File: src/rtl/if_fetch_stage.sv
// -----------------------------------------------------------------------------
// if_fetch_stage
//   Instruction-fetch stage of the 16-bit WISC core. It presents the current
//   PC to instruction memory under a rd/rdy handshake. It loads the returned
//   instruction into the IF/ID register. A one-entry skid buffer absorbs a
//   response that arrives while decode is stalled. fetch_stall holds the PC
//   until an instruction has been accepted. A taken branch (flush_i) squashes
//   IF/ID and the skid, and lets the PC load its target.
//
// Ports
//   clk, rst_n        clock, asynchronous active-low reset
//   pc_i              current PC
//   fetch_stall_o     1 = PC must hold (drives PC hlt)
//   imem_rd_o         instruction memory read request
//   imem_addr_o       read address (always pc_i)
//   imem_rdy_i        memory response valid this cycle
//   imem_data_i       instruction data, valid with imem_rdy_i
//   id_stall_i        decode cannot accept a new instruction
//   flush_i           taken branch / redirect this cycle
//   ifid_instr_o      IF/ID instruction (NOP_INSTR when invalid)
//   ifid_pc_plus1_o   IF/ID captured pc+1
//   ifid_valid_o      IF/ID holds a real instruction
// -----------------------------------------------------------------------------
module if_fetch_stage #(
   parameter int                DATA_W    = 16,
   parameter logic [DATA_W-1:0] NOP_INSTR = '0
) (
   input  logic              clk,
   input  logic              rst_n,
   input  logic [DATA_W-1:0] pc_i,
   output logic              fetch_stall_o,
   output logic              imem_rd_o,
   output logic [DATA_W-1:0] imem_addr_o,
   input  logic              imem_rdy_i,
   input  logic [DATA_W-1:0] imem_data_i,
   input  logic              id_stall_i,
   input  logic              flush_i,
   output logic [DATA_W-1:0] ifid_instr_o,
   output logic [DATA_W-1:0] ifid_pc_plus1_o,
   output logic              ifid_valid_o
);

   typedef enum logic {FETCH, HOLD} state_t;

   state_t            state_q;
   logic [DATA_W-1:0] skid_instr_q;
   logic [DATA_W-1:0] skid_pc1_q;
   logic [DATA_W-1:0] ifid_instr_q;
   logic [DATA_W-1:0] ifid_pc1_q;
   logic              ifid_valid_q;
   logic [DATA_W-1:0] pc_plus1;

   // Natural-width add, so pc+1 wraps 16'hFFFF -> 16'h0000.
   assign pc_plus1    = pc_i + DATA_W'(1);
   assign imem_addr_o = pc_i;

   // The request drops in HOLD (the instruction is already in the skid) and
   // on a flush, because the PC is moving to the branch target. The reset
   // term keeps the request low and the PC held while rst_n is asserted.
   assign imem_rd_o     = rst_n && (state_q == FETCH) && !flush_i;
   assign fetch_stall_o = !rst_n ||
                          (!flush_i && ((state_q == HOLD) || !imem_rdy_i));

   // HOLD means the skid is full. FETCH means the skid is empty.
   always_ff @(posedge clk or negedge rst_n) begin
      if (!rst_n) begin
         state_q      <= FETCH;
         skid_instr_q <= NOP_INSTR;
         skid_pc1_q   <= '0;
         ifid_instr_q <= NOP_INSTR;
         ifid_pc1_q   <= '0;
         ifid_valid_q <= 1'b0;
      end else if (flush_i) begin
         // A flush beats id_stall. Any response in this cycle is dropped.
         state_q      <= FETCH;
         skid_instr_q <= NOP_INSTR;
         skid_pc1_q   <= '0;
         ifid_instr_q <= NOP_INSTR;
         ifid_valid_q <= 1'b0;
      end else begin
         case (state_q)
            FETCH: begin
               if (imem_rdy_i) begin
                  if (!id_stall_i) begin
                     ifid_instr_q <= imem_data_i;
                     ifid_pc1_q   <= pc_plus1;
                     ifid_valid_q <= 1'b1;
                  end else begin
                     // The PC still advances. The captured word waits here.
                     skid_instr_q <= imem_data_i;
                     skid_pc1_q   <= pc_plus1;
                     state_q      <= HOLD;
                  end
               end
            end
            HOLD: begin
               if (!id_stall_i) begin
                  ifid_instr_q <= skid_instr_q;
                  ifid_pc1_q   <= skid_pc1_q;
                  ifid_valid_q <= 1'b1;
                  skid_instr_q <= NOP_INSTR;
                  skid_pc1_q   <= '0;
                  state_q      <= FETCH;
               end
            end
            default: state_q <= FETCH;
         endcase
      end
   end

   assign ifid_instr_o    = ifid_instr_q;
   assign ifid_pc_plus1_o = ifid_pc1_q;
   assign ifid_valid_o    = ifid_valid_q;

endmodule
File: config.mk
export PLATFORM = sky130hd
export DESIGN_NAME = if_fetch_stage
export DESIGN_NICKNAME = d
export VERILOG_FILES = /design/src/rtl/if_fetch_stage.sv
export SDC_FILE = /design/constraint.sdc
export NUM_CORES = 1
export LEC_CHECK = 0
export CAP_MARGIN = 20
export CORE_MARGIN = 10
export CORE_UTILIZATION = 46
export DETAILED_ROUTE_END_ITERATION = 8
export PLACE_DENSITY_LB_ADDON = 0.05
export SYNTH_ARGS = -nofsm -noshare
export SYNTH_HDL_FRONTEND = slang
export SYNTH_SLANG_ARGS = --single-unit
File: constraint.sdc
create_clock -name clk -period 2.68 [get_ports clk]
set_input_delay 0.536 -clock clk [delete_from_list [all_inputs] [get_ports clk]]
set_output_delay 0.536 -clock clk [all_outputs]
set_load 0.05 [all_outputs]
==> job_summary.md, run 1 <==
## Implementation flow summary

| Metric | Value |
|---|---|
| Stages on the worst setup path | `4` |
| Fill count | `619` |
| Die footprint | `0.0108 mm2` |
| Area fraction in compound gates after synthesis | `0.127` |
| Cell resize tally after clock tree synthesis | `0` |
| Initial antenna violation count | `0` |
| Via count of the first global-routing pass | `2647` |
| Final instance area | `0.00441 mm2` |
| Sequential Area | `0.00165 mm2` |
| Netlist Area Pre-Place | `0.00326 mm2` |
| Number of warnings printed during yosys synthesis | `0` |
| Number of clock sinks | `66` |
| Critical hold path startpoint | `ifid_instr_o[2]` |
| Final Max-Slew Violation Tally | `0` |
| Net total in the final layout | `462` |
| Portion of the post-synthesis area used by sequential elements | `0.507` |
| Outcome | `completed` |
| Number of I/O port buffers | `87` |
| Number of top-level pins | `88` |
| Class of the worst hold path | `flop to flop` |
| Syn_nets | `384` |
| Placed standard-cell area | `0.00417 mm2` |
| Standard-cell rows | `30` |
| Area fraction in and, or, nand and nor cells after synthesis | `0.176` |
| Clock network latency to the later pin of the worst-skew pair | `0.34 ns` |
| Vias per std cell | `5.02` |
| Wirelength, routed | `8350 um` |
| Normalized max-slew margin | `0.645` |
| Worst path arrival time | `1.66 ns` |
| Post-synthesis adder-cell area fraction | `0.00384` |
| Cell at the root of the clock tree | `clkbuf_8` |
| Multiplexer area fraction after synthesis | `0.0757` |
| Share of the core filled with cells in the final layout | `0.645` |
| Capture endpoint of the worst hold path | `ifid_instr_o[2]` |
| Final worst slack | `0.481 ns` |
| Register clock-pin slew on the reported worst setup and hold paths | `0.08 ns` |
| Number of warnings in the stage logs | `26` |
| Horizontal die size | `104 um` |
| Power Total | `0.00284 W` |
## run 1: tightest hold or removal path: cells and delay by family (launching register included)
family          cells  cell delay [ns]
simple gates        1             0.04
flops               1             0.35
compound gates      1             0.06
## run 1: flip-flops by register name, summed over array words and instances (netlist names)
signal / cells
ifid_instr_o: 16
ifid_pc_plus1_o: 16
ifid_valid_o: 1
skid_instr_q: 16
skid_pc1_q: 16
state_q: 1
## run 1: layout make-up
type                            instances  share of cell area
Sequential cell                        66               0.375
Multi-Input combinational cell        235               0.313
Timing Repair Buffer                  102               0.225
Clock buffer                           10              0.0312
Tap cell                               96              0.0273
Clock inverter                          6              0.0202
Inverter                               10             0.00852
## run 1: power breakdown
group | internal [W] | switching [W]
sequential | 0.00109 | 0.0000532
clock | 0.000551 | 0.000405
combinational | 0.000264 | 0.000475
**Run 1: I/O nets highlighted**

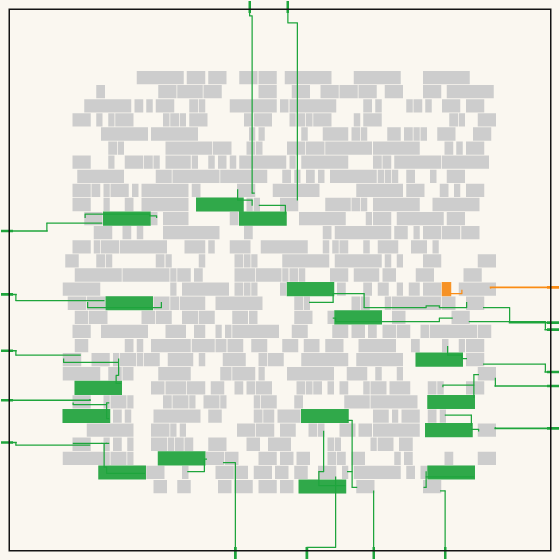
Key: green = ifid_pc_plus1_o [bits 16, direction output, end cells 16, buffers 16, wire 515 um]; orange = fetch_stall_o [bits 1, direction output, end cells 1, buffers 1, wire 14.0 um]

**Run 1: wiring heat map**

Scale bar: 20 um. 21 x 21 tiles, from dark purple (low) to yellow (high), scaled to the fullest tile. Values are wire area over tile area, all layers added.
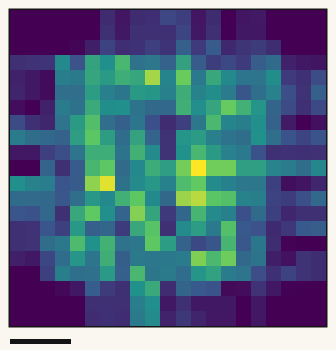
The densest ninth of the die: middle. 15% of the tiles are nearly empty. 19% of the tiles are over half the peak.
total routing usage reported by global routing: 0.157
routed vias: 2637
detailed-route wire length per cell: 15.9 um

**Run 1: routing congestion map**

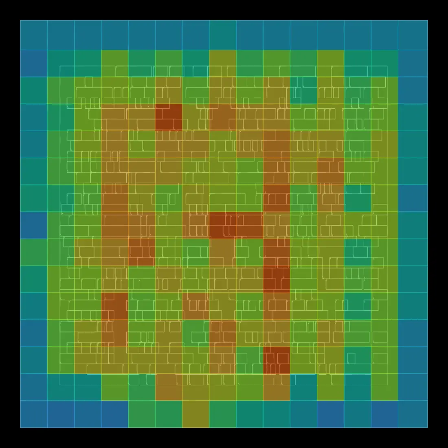
global routing usage on met1: 0.211
global routing usage on met2: 0.244

## Run 2: what changed since run 1
clock period = 2.2 ns   (was 2.68 ns; I/O delays follow)
**Run 2: I/O nets highlighted**

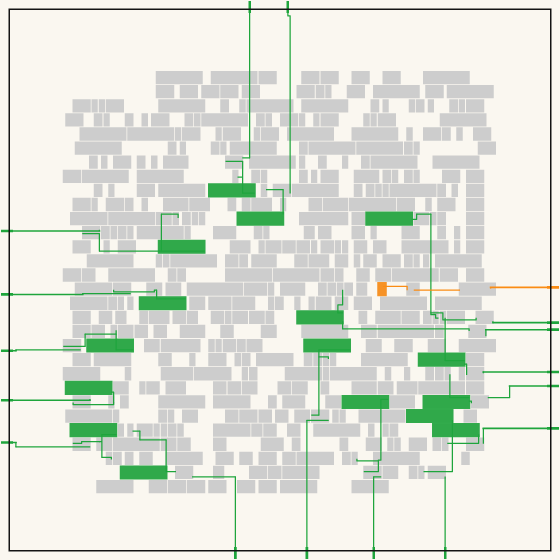
number of I/O port buffers: 87
number of top-level pins: 88

==> job_summary.md, run 2 <==
## Implementation flow summary

| Metric | Value |
|---|---|
| Cell resize tally after clock tree synthesis | `0 (unchanged)` |
| Outcome | `completed (unchanged)` |
| Clk network pwr share | `0.323 (was 0.337)` |
| Final instance area | `0.00476 mm2 (was 0.00441 mm2)` |
| Netlist Area Pre-Place | `0.00326 mm2 (unchanged)` |
| Wirelength, routed | `8660 um (was 8350 um)` |
| Initial antenna violation count | `0 (unchanged)` |
| Placed standard-cell area | `0.00453 mm2 (was 0.00417 mm2)` |
| Register share of total power | `0.398 (was 0.403)` |
| Clock network latency to the later pin of the worst-skew pair | `0.33 ns (was 0.34 ns)` |
| Multiplexer area fraction after synthesis | `0.0757 (unchanged)` |
| Horizontal die size | `104 um (unchanged)` |
| Net total in the final layout | `487 (was 462)` |
| Class of the worst hold path | `input port to asynchronous set/reset pin (was flop to flop)` |
| NetSw | `0.00113 W (was 0.000933 W)` |
| Stages on the worst setup path | `8 (was 4)` |
| Normalized max-slew margin | `0.649 (was 0.645)` |
| Area fraction in compound gates after synthesis | `0.127 (unchanged)` |
| Syn_nets | `384 (unchanged)` |
| Post-synthesis adder-cell area fraction | `0.00384 (unchanged)` |
| Area fraction in and, or, nand and nor cells after synthesis | `0.176 (unchanged)` |
| Share of the core filled with cells in the final layout | `0.697 (was 0.645)` |
| Sequential Area | `0.00165 mm2 (unchanged)` |
| Die footprint | `0.0108 mm2 (unchanged)` |
| Portion of the post-synthesis area used by sequential elements | `0.507 (unchanged)` |
| Vias per std cell | `5.02 (about the same)` |
| Worst path arrival time | `2.32 ns (was 1.66 ns)` |
| Portion of total power attributed to combinational logic | `0.279 (was 0.260)` |
| Register clock-pin slew on the reported worst setup and hold paths | `0.07 ns (was 0.08 ns)` |
| Number of warnings printed during yosys synthesis | `0 (unchanged)` |
| Via count of the first global-routing pass | `2869 (was 2647)` |
| Number of warnings in the stage logs | `26 (unchanged)` |
| Power Total | `0.00350 W (was 0.00284 W)` |
| Int Pwr | `0.00237 W (was 0.00190 W)` |
| Final worst slack | `0.124 ns (was 0.481 ns)` |
| Clk pwr | `0.00113 W (was 0.000956 W)` |
[run 2: cell types whose count changed in the layout (fill, tap and decap cells not counted)]
cell,previous run,this run
buf_12,4,18
buf_4,27,40
buf_6,1,0
clkinv_2,1,2
clkinv_4,0,1
clkinvlp_4,2,0
dlygate4sd3_1,1,0
inv_6,1,0
nor4_1,1,0
nor4_2,3,4
[run 2: layout make-up]
class,count,share of cell area
clock buffers,10,0.0289
inverters,10,0.00789
repair buffers,127,0.283
clock inverters,5,0.0166
multi-input cells,235,0.291
well taps,96,0.0252
flip-flops and latches,66,0.347
[run 2: routing by layer]
metal,wire (um),vias up,part of all wire,global-route usage
li1,-,1367,-,-
met1,3870,1314,0.45,0.196
met2,4220,66,0.49,0.264
met3,491,9,0.057,0.0502
met4,80,0,0.0092,0.0457
met5,0,-,0,0
No activity file was given, so power comes from the tool's default toggle rates.
